<file path="config.mk">
export PLATFORM = sky130hd
export DESIGN_NAME = add_seq_ctrl_flat
export DESIGN_NICKNAME = d
export VERILOG_FILES = /design/src/rtl/add_seq_ctrl_if.sv /design/src/rtl/add_seq_ctrl.sv /design/src/flat_wrapper.sv
export SDC_FILE = /design/constraint.sdc
export NUM_CORES = 1
export LEC_CHECK = 0
export ABC_AREA = 1
export CAP_MARGIN = 15
export CORE_ASPECT_RATIO = 1.75
export CORE_UTILIZATION = 25
export CTS_BUF_LIST = sky130_fd_sc_hd__clkbuf_4 sky130_fd_sc_hd__clkbuf_8
export DETAILED_ROUTE_END_ITERATION = 10
export PLACE_DENSITY = 0.51
export SLEW_MARGIN = 20
export SYNTH_ARGS = -nofsm -noshare
export SYNTH_HDL_FRONTEND = slang
export SYNTH_HIERARCHICAL = 1
export SYNTH_SLANG_ARGS = --single-unit
</file>
<file path="constraint.sdc">
create_clock -name i_clk -period 5.3 [get_ports i_clk]
set_input_delay 1.06 -clock i_clk [delete_from_list [all_inputs] [get_ports i_clk]]
set_output_delay 1.06 -clock i_clk [all_outputs]
set_load 0.01 [all_outputs]
</file>
<file path="src/rtl/add_seq_ctrl_if.sv">
// add_seq_ctrl_if: request/operand/result bundle between a controller and the add/sub sequencer
interface add_seq_ctrl_if #(parameter int NBYTES = 4);
    localparam int W = 8 * NBYTES;
    logic         i_start;
    logic         i_sub;
    logic [W-1:0] i_op_a;
    logic [W-1:0] i_op_b;
    logic         o_busy;
    logic         o_done;
    logic [W-1:0] o_result;
    logic         o_carry_out;
    logic         o_overflow;
    modport slave (
        input  i_start, i_sub, i_op_a, i_op_b,
        output o_busy, o_done, o_result, o_carry_out, o_overflow
    );
    modport master (
        output i_start, i_sub, i_op_a, i_op_b,
        input  o_busy, o_done, o_result, o_carry_out, o_overflow
    );
endinterface

</file>
<file path="src/rtl/add_seq_ctrl.sv">
// add_seq_ctrl: byte-serial multi-precision add/subtract sequencer over one shared 8-bit ripple adder
module add_seq_rca8 (
    input  logic [7:0] A,
    input  logic [7:0] B,
    input  logic       Cin,
    output logic [7:0] S,
    output logic       Cout
);
    logic [8:0] w_c;
    assign w_c[0] = Cin;
    for (genvar i = 0; i < 8; i++) begin : g_bit
        assign S[i]     = A[i] ^ B[i] ^ w_c[i];
        assign w_c[i+1] = (A[i] & B[i]) | (w_c[i] & (A[i] ^ B[i]));
    end
    assign Cout = w_c[8];
endmodule

module add_seq_ctrl #(
    parameter int NBYTES = 4
) (
    input logic           i_clk,
    input logic           i_rst,
    add_seq_ctrl_if.slave bus
);
    localparam int W  = 8 * NBYTES;
    localparam int IW = $clog2(NBYTES);
    typedef enum logic [1:0] {IDLE, RUN, DONE} state_t;
    state_t        r_state, w_next;
    logic [W-1:0]  r_a, r_b, r_result;
    logic [IW-1:0] r_idx;
    logic          r_carry, r_co, r_ov, r_busy, r_done;
    logic [7:0]    w_a, w_b, w_s;
    logic          w_cout, w_last;
    assign w_a    = r_a[8*r_idx +: 8];
    assign w_b    = r_b[8*r_idx +: 8];
    assign w_last = r_idx == IW'(NBYTES - 1);
    add_seq_rca8 u_add (.A(w_a), .B(w_b), .Cin(r_carry), .S(w_s), .Cout(w_cout));
    always_comb begin
        w_next = r_state;
        w_next = (r_state == IDLE && bus.i_start) ? RUN  :
                 (r_state == RUN && w_last)       ? DONE :
                 (r_state == DONE)                ? IDLE : r_state;
    end
    always_ff @(posedge i_clk) begin
        if (i_rst) begin
            r_state <= IDLE;
            r_busy  <= 1'b0;
            r_done  <= 1'b0;
        end else begin
            r_state <= w_next;
            r_busy  <= w_next != IDLE;
            r_done  <= w_next == DONE;
        end
    end
    // B is stored pre-inverted and carry seeded with Sub, so subtraction is A + ~B + 1
    always_ff @(posedge i_clk) begin
        if (i_rst) begin
            r_a      <= '0;
            r_b      <= '0;
            r_result <= '0;
            r_idx    <= '0;
            r_carry  <= 1'b0;
            r_co     <= 1'b0;
            r_ov     <= 1'b0;
        end else if (r_state == IDLE && bus.i_start) begin
            r_a      <= bus.i_op_a;
            r_b      <= bus.i_sub ? ~bus.i_op_b : bus.i_op_b;
            r_carry  <= bus.i_sub;
            r_idx    <= '0;
            r_result <= '0;
        end else if (r_state == RUN) begin
            r_result[8*r_idx +: 8] <= w_s;
            r_carry                <= w_cout;
            if (w_last) begin
                r_co <= w_cout;
                r_ov <= (w_a[7] == w_b[7]) && (w_s[7] != w_a[7]);
            end else begin
                r_idx <= r_idx + 1'b1;
            end
        end
    end
    assign bus.o_busy      = r_busy;
    assign bus.o_done      = r_done;
    assign bus.o_result    = r_result;
    assign bus.o_carry_out = r_co;
    assign bus.o_overflow  = r_ov;
endmodule

</file>
<file path="src/flat_wrapper.sv">
// flat-port wrapper written by rule: the top's interface ports become plain ports
module add_seq_ctrl_flat 
#(
    parameter int NBYTES = 4
)
  (i_clk, i_rst, bus_i_start, bus_i_sub, bus_i_op_a, bus_i_op_b, bus_o_busy, bus_o_done, bus_o_result, bus_o_carry_out, bus_o_overflow);
  add_seq_ctrl_if #(.NBYTES(NBYTES)) bus_i ();
  input logic i_clk;
  input logic i_rst;
  input wire logic [$bits(bus_i.i_start)-1:0] bus_i_start;
  input wire logic [$bits(bus_i.i_sub)-1:0] bus_i_sub;
  input wire logic [$bits(bus_i.i_op_a)-1:0] bus_i_op_a;
  input wire logic [$bits(bus_i.i_op_b)-1:0] bus_i_op_b;
  output wire logic [$bits(bus_i.o_busy)-1:0] bus_o_busy;
  output wire logic [$bits(bus_i.o_done)-1:0] bus_o_done;
  output wire logic [$bits(bus_i.o_result)-1:0] bus_o_result;
  output wire logic [$bits(bus_i.o_carry_out)-1:0] bus_o_carry_out;
  output wire logic [$bits(bus_i.o_overflow)-1:0] bus_o_overflow;
  assign bus_i.i_start = bus_i_start;
  assign bus_i.i_sub = bus_i_sub;
  assign bus_i.i_op_a = bus_i_op_a;
  assign bus_i.i_op_b = bus_i_op_b;
  assign bus_o_busy = bus_i.o_busy;
  assign bus_o_done = bus_i.o_done;
  assign bus_o_result = bus_i.o_result;
  assign bus_o_carry_out = bus_i.o_carry_out;
  assign bus_o_overflow = bus_i.o_overflow;
  add_seq_ctrl #(.NBYTES(NBYTES)) u_core (.i_clk(i_clk), .i_rst(i_rst), .bus(bus_i));
endmodule
</file>
==> run_1/io_fan.png <==
Scale: 3 px per um.
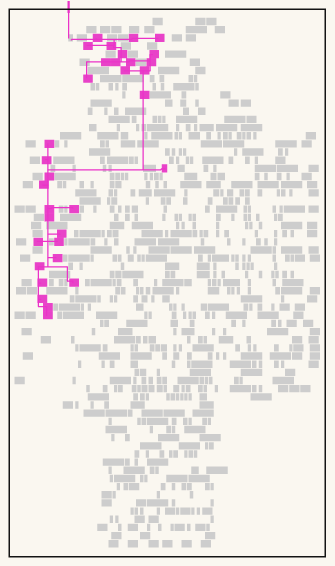
- `bus_i_sub`: magenta (bits 1; direction input; edge top; end cells 33; buffers 1; wire 278 um)
I/O pin count: 104
port buffer count: 103

==> run_1/flops_by_reg.png <==
Scale: 3 px per um. Other sequential cells in the stronger gray, the rest of the logic in the fainter gray.
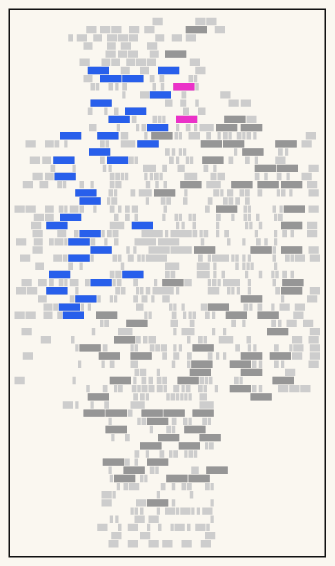
- `u_core/r_b`: blue (placed flops 32)
- `u_core/r_state`: magenta (placed flops 2)
- not colored: 71

==> run_1/clocks.png <==
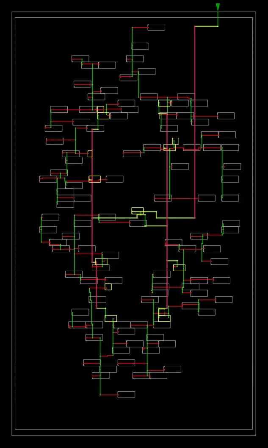
total of clock buffers placed in the layout: 13
Seq cells: 105
Sinks on Clock Net: 105
reported clock group power: 0.443 mW
clock insertion delay at the later pin of the skew report: 380 ps

==> run_1/cell_density.png <==
Scale: 2 px per um. 10 x 18 tiles, from dark purple (low) to yellow (high), 0 to 100% covered.
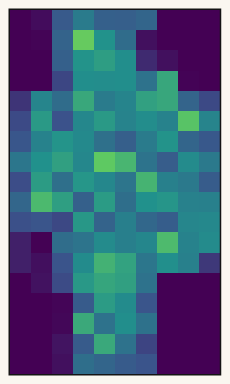
- fullest tile: 76%
- nearly empty tiles: 24%
- tiles over 75% full: 0.60%
- mean over tiles: 30%

-- run 1: cell families (layout without fill, tap and decap cells) --
kind of cell	Yosys count	count (layout)	synth area share [%]
compound gates	147	147	16.3
xor+xnor	32	32	6.06
fa+ha+maj	14	14	5.08
buf+inv	57	151	4.95
flops	105	105	45.4
simple gates	253	253	22.2
-- run 1: registers in the layout, summed over array words and instances, names as in the netlist --
| name | cells |
|---|---|
| u_core/r_idx | 2 |
| u_core/r_b | 32 |
| u_core/bus.o_overflow | 1 |
| u_core/bus.o_carry_out | 1 |
| u_core/bus.o_done | 1 |
| u_core/bus.o_result | 32 |
| u_core/r_carry | 1 |
| u_core/r_state | 2 |
| u_core/r_a | 32 |
| u_core/bus.o_busy | 1 |
-- run 1: worst paths after layout --
path              cells past startpoint             from                       to
setup / recovery                     19  u_core/r_idx[0]  u_core/bus.o_result[31]
hold / removal                        2   u_core/r_b[11]           u_core/r_b[11]
setup reg to reg                     19  u_core/r_idx[0]  u_core/bus.o_result[31]
hold reg to reg                       2   u_core/r_b[11]           u_core/r_b[11]
-- run 1: final cells by class --
type	count	share of cell area, %
inverters	24	1.49
flip-flops and latches	105	34.8
well taps	234	4.85
multi-input cells	446	38.0
clock inverters	1	0.0828
clock buffers	13	2.55
repair buffers	113	18.2
-- run 1: power by group through the flow --
stage | clock, mW | combinational, mW | sequential, mW
6_report | 0.443 | 0.318 | 0.859
5_1_grt | 0.493 | 0.358 | 0.864
4_1_cts | 0.460 | 0.323 | 0.860
3_5_place_dp | 0 | 0.322 | 0.878
3_3_place_gp | 0 | 0.321 | 0.878
2_1_floorplan | 0 | 0.192 | 0.867
==> GITHUB_STEP_SUMMARY, run 1 <==
### Flow metrics

| Metric | Value |
|---|---|
| Result of the run | `complete, no violations` |
| Clock period minus worst slack | `4860 ps` |
| Summed instance area of the synthesized netlist | `4630 um^2` |
| Vias in the first global route | `4,243` |
| Final hold violation count | `0` |
| Logic area | `2300 um^2` |
| Number of remaining DRC errors | `0` |
| Post-synth tally of flip-flops with integrated enable | `0` |
| Critical Path Start Type | `register` |
| Synthesized chip area reported by yosys | `4630 um^2` |
| Nets in the synthesized netlist | `690` |
| Number of buffers added by the clock tree synthesis step | `9` |
| Number of antenna cells inserted | `0` |
| Met2 WL | `7190 um` |
| PwrDens | `268 nW/um^2` |
| Std-Cell Core Area | `18,100 um^2` |
| Placer's final routability congestion estimate | `0.788` |
| Switching pwr | `0.467 mW` |
| Minimum setup slack after placement | `484 ps` |
| Initial antenna violation count | `0` |
| GRT met1 Usage | `15.6%` |
| Worst hold-check path type | `register to register` |
| Maximum operating frequency | `206 MHz` |
| Fraction of synthesized cell area taken by the top area cell type | `45.4%` |
| Most frequent standard cell in the layout excluding fill and tap cells | `nand2_1` |
| Library cell contributing the largest single delay on the critical path | `dfxtp_1` |
| Final non-filler cell total | `936` |
| Biggest fanout along the worst timing path | `19` |
| Row count | `65` |
| Warning count from the yosys run | `6` |
| Buffer levels on the longest clock path | `2` |
| Clock Power Share | `27.4%` |
| Dominant delay contributor by cell family on the critical path | `adder cells` |
| Worst VDD drop | `0.000112 V` |
| Final net count | `781` |
| Post-synthesis async set-or-reset flop share | `0%` |
| Cell total in the yosys stat output | `608` |
| Detailed placer's ending HPWL | `10,200 um` |
| Cell repeated most along the worst path | `fa_1` |
| Switching power share of the total | `28.8%` |
| P_leak | `2.24 nW` |
| Clock H-tree levels | `3` |
| Crit path required time | `5600 ps` |
| Worst setup slack after layout | `444 ps` |
| Antenna-violating nets left | `0` |
| Area Overhead vs Synth | `30.5%` |
| Number of fill cells in the layout | `2,021` |
| Cell resize tally after clock tree synthesis | `0` |
==> inputs of run 2 (changes only) <==
--- a/config.mk
+++ b/config.mk
@@ -10,10 +10,10 @@
 export CORE_ASPECT_RATIO = 1.75
 export CORE_UTILIZATION = 25
 export CTS_BUF_LIST = sky130_fd_sc_hd__clkbuf_4 sky130_fd_sc_hd__clkbuf_8
+export CTS_CLUSTER_SIZE = 24
 export DETAILED_ROUTE_END_ITERATION = 10
 export PLACE_DENSITY = 0.51
 export SLEW_MARGIN = 20
 export SYNTH_ARGS = -nofsm -noshare
 export SYNTH_HDL_FRONTEND = slang
-export SYNTH_HIERARCHICAL = 1
 export SYNTH_SLANG_ARGS = --single-unit
==> run_2/clocks.png <==
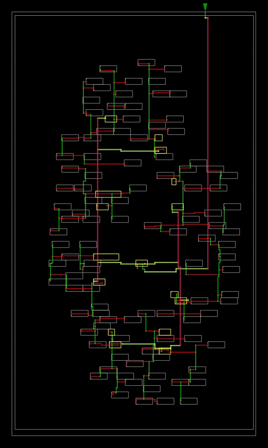
total of clock buffers placed in the layout: 10
number of buffers added by the clock tree synthesis step: 9
Layout Skew: 11.2 ps

==> run_2/flops_by_reg.png <==
Scale: 3 px per um. Other sequential cells in the stronger gray, the rest of the logic in the fainter gray.
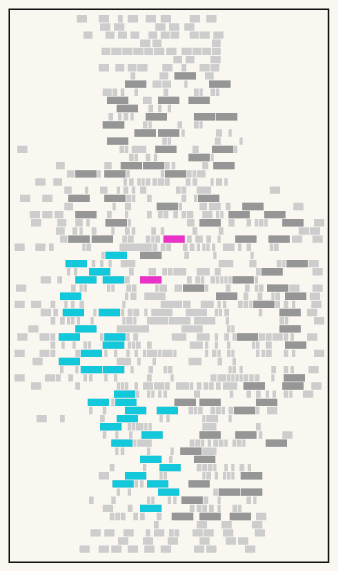
- `u_core.r_a`: cyan (placed flops 32)
- `u_core.r_idx`: magenta (placed flops 2)
- not colored: 71

==> run_2/cell_density.png <==
Scale: 2 px per um. 11 x 18 tiles, from dark purple (low) to yellow (high), 0 to 100% covered.
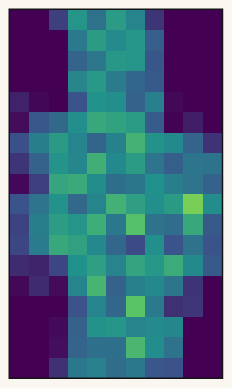
- tiles over 75% full: 0.50%
- nearly empty tiles: 23%
- fullest tile: 79%
- mean over tiles: 30%
- emptiest ninth of the die: upper right
Std-Cell Core Area: 18,600 um^2
Util after Layout: 33.1%
FP Util: 25.4%

==> GITHUB_STEP_SUMMARY, run 2 <==
### Flow metrics

| Metric | Value |
|---|---|
| Synthesized chip area reported by yosys | `4720 um^2 (+2.0%)` |
| Summed instance area of the synthesized netlist | `4720 um^2 (+2.0%)` |
| Minimum setup slack after placement | `923 ps (+439 ps)` |
| Clock H-tree levels | `3 (unchanged)` |
| Library cell contributing the largest single delay on the critical path | `fa_1` |
| Nets in the synthesized netlist | `694 (+0.58%)` |
| Clock insertion delay at the later pin of the skew report | `390 ps (about the same)` |
| Post-synth tally of flip-flops with integrated enable | `0 (unchanged)` |
| Result of the run | `complete, no violations` |
| Hold_sp | `u_core.r_b[3]` |
| Final net count | `775 (-0.77%)` |
| Critical Path Start Type | `register` |
| PwrDens | `289 nW/um^2 (+7.6%)` |
| Cell repeated most along the worst path | `fa_1` |
| Area Overhead vs Synth | `30.1%` |
| Detailed placer's ending HPWL | `10,300 um (+1.1%)` |
| Warning count from the yosys run | `0 (-6)` |
| Final hold violation count | `0 (unchanged)` |
| Switching power share of the total | `28.8% (about the same)` |
| Crit path required time | `5550 ps (-50 ps)` |
| Biggest fanout along the worst timing path | `28 (+9)` |
| Sinks on Clock Net | `105 (unchanged)` |
| Clock period minus worst slack | `4400 ps (-459 ps)` |
| Port buffer count | `103 (unchanged)` |
| Fraction of synthesized cell area taken by the top area cell type | `44.5% (-0.90 points)` |
| Placer's final routability congestion estimate | `0.810 (+2.8%)` |
| Buffer levels on the longest clock path | `2 (unchanged)` |
| Final non-filler cell total | `936 (unchanged)` |
[run 2: cell count changes in the layout (fill, tap and decap cells not counted), moves of 6 or more]
cell / before / now
a211oi_1: 0 / 6
o21ai_1: 0 / 47
o21ai_0: 97 / 46
nand2_1: 122 / 89
a21oi_1: 36 / 50
[run 2: path summary, 6_finish.rpt]
path | end | slack, ps | cells past startpoint
setup / recovery | u_core.bus.o_result[15] | 900 | 16
hold / removal | u_core.r_b[3] | 460 | 2
setup reg to reg | u_core.bus.o_result[15] | 900 | 16
hold reg to reg | u_core.r_b[3] | 460 | 2
[run 2: per-layer routing]
layer	wire length [um]	GRT usage [%]	part of all wire, %	up-vias
met5	0	0	0	-
met4	349	6.83	2.6	0
met2	7310	27.3	54	87
met1	5490	15.9	41	1907
met3	395	2.23	2.9	19
li1	-	-	-	2179
[run 2: area by class of cell]
| type | instances | share of cell area [%] |
|---|---|---|
| Clock inverter | 6 | 1.47 |
| Multi-Input combinational cell | 439 | 38.0 |
| Sequential cell | 105 | 34.2 |
| Tap cell | 238 | 4.85 |
| Antenna cell | 1 | 0.0407 |
| Inverter | 27 | 1.65 |
| Timing Repair Buffer | 110 | 17.6 |
| Clock buffer | 10 | 2.24 |
[run 2: power groups by stage]
stage	clock, mW	sequential [mW]	combinational (mW)
6_report	0.567	0.863	0.343
2_1_floorplan	0	0.873	0.211
3_3_place_gp	0	0.882	0.343
4_1_cts	0.586	0.864	0.347
3_5_place_dp	0	0.882	0.346
5_1_grt	0.617	0.868	0.384
[run 2: logic make-up after synthesis]
group / share of synthesized area, %
AND/OR/NAND/NOR: 19.7
AND-OR/OR-AND: 18.5
flip-flops: 44.5
buffers and inverters: 6.07
XOR/XNOR: 5.94
adder cells (fa/ha/maj): 5.25
Power figures rest on the tool's default switching activity, not on a simulated workload.
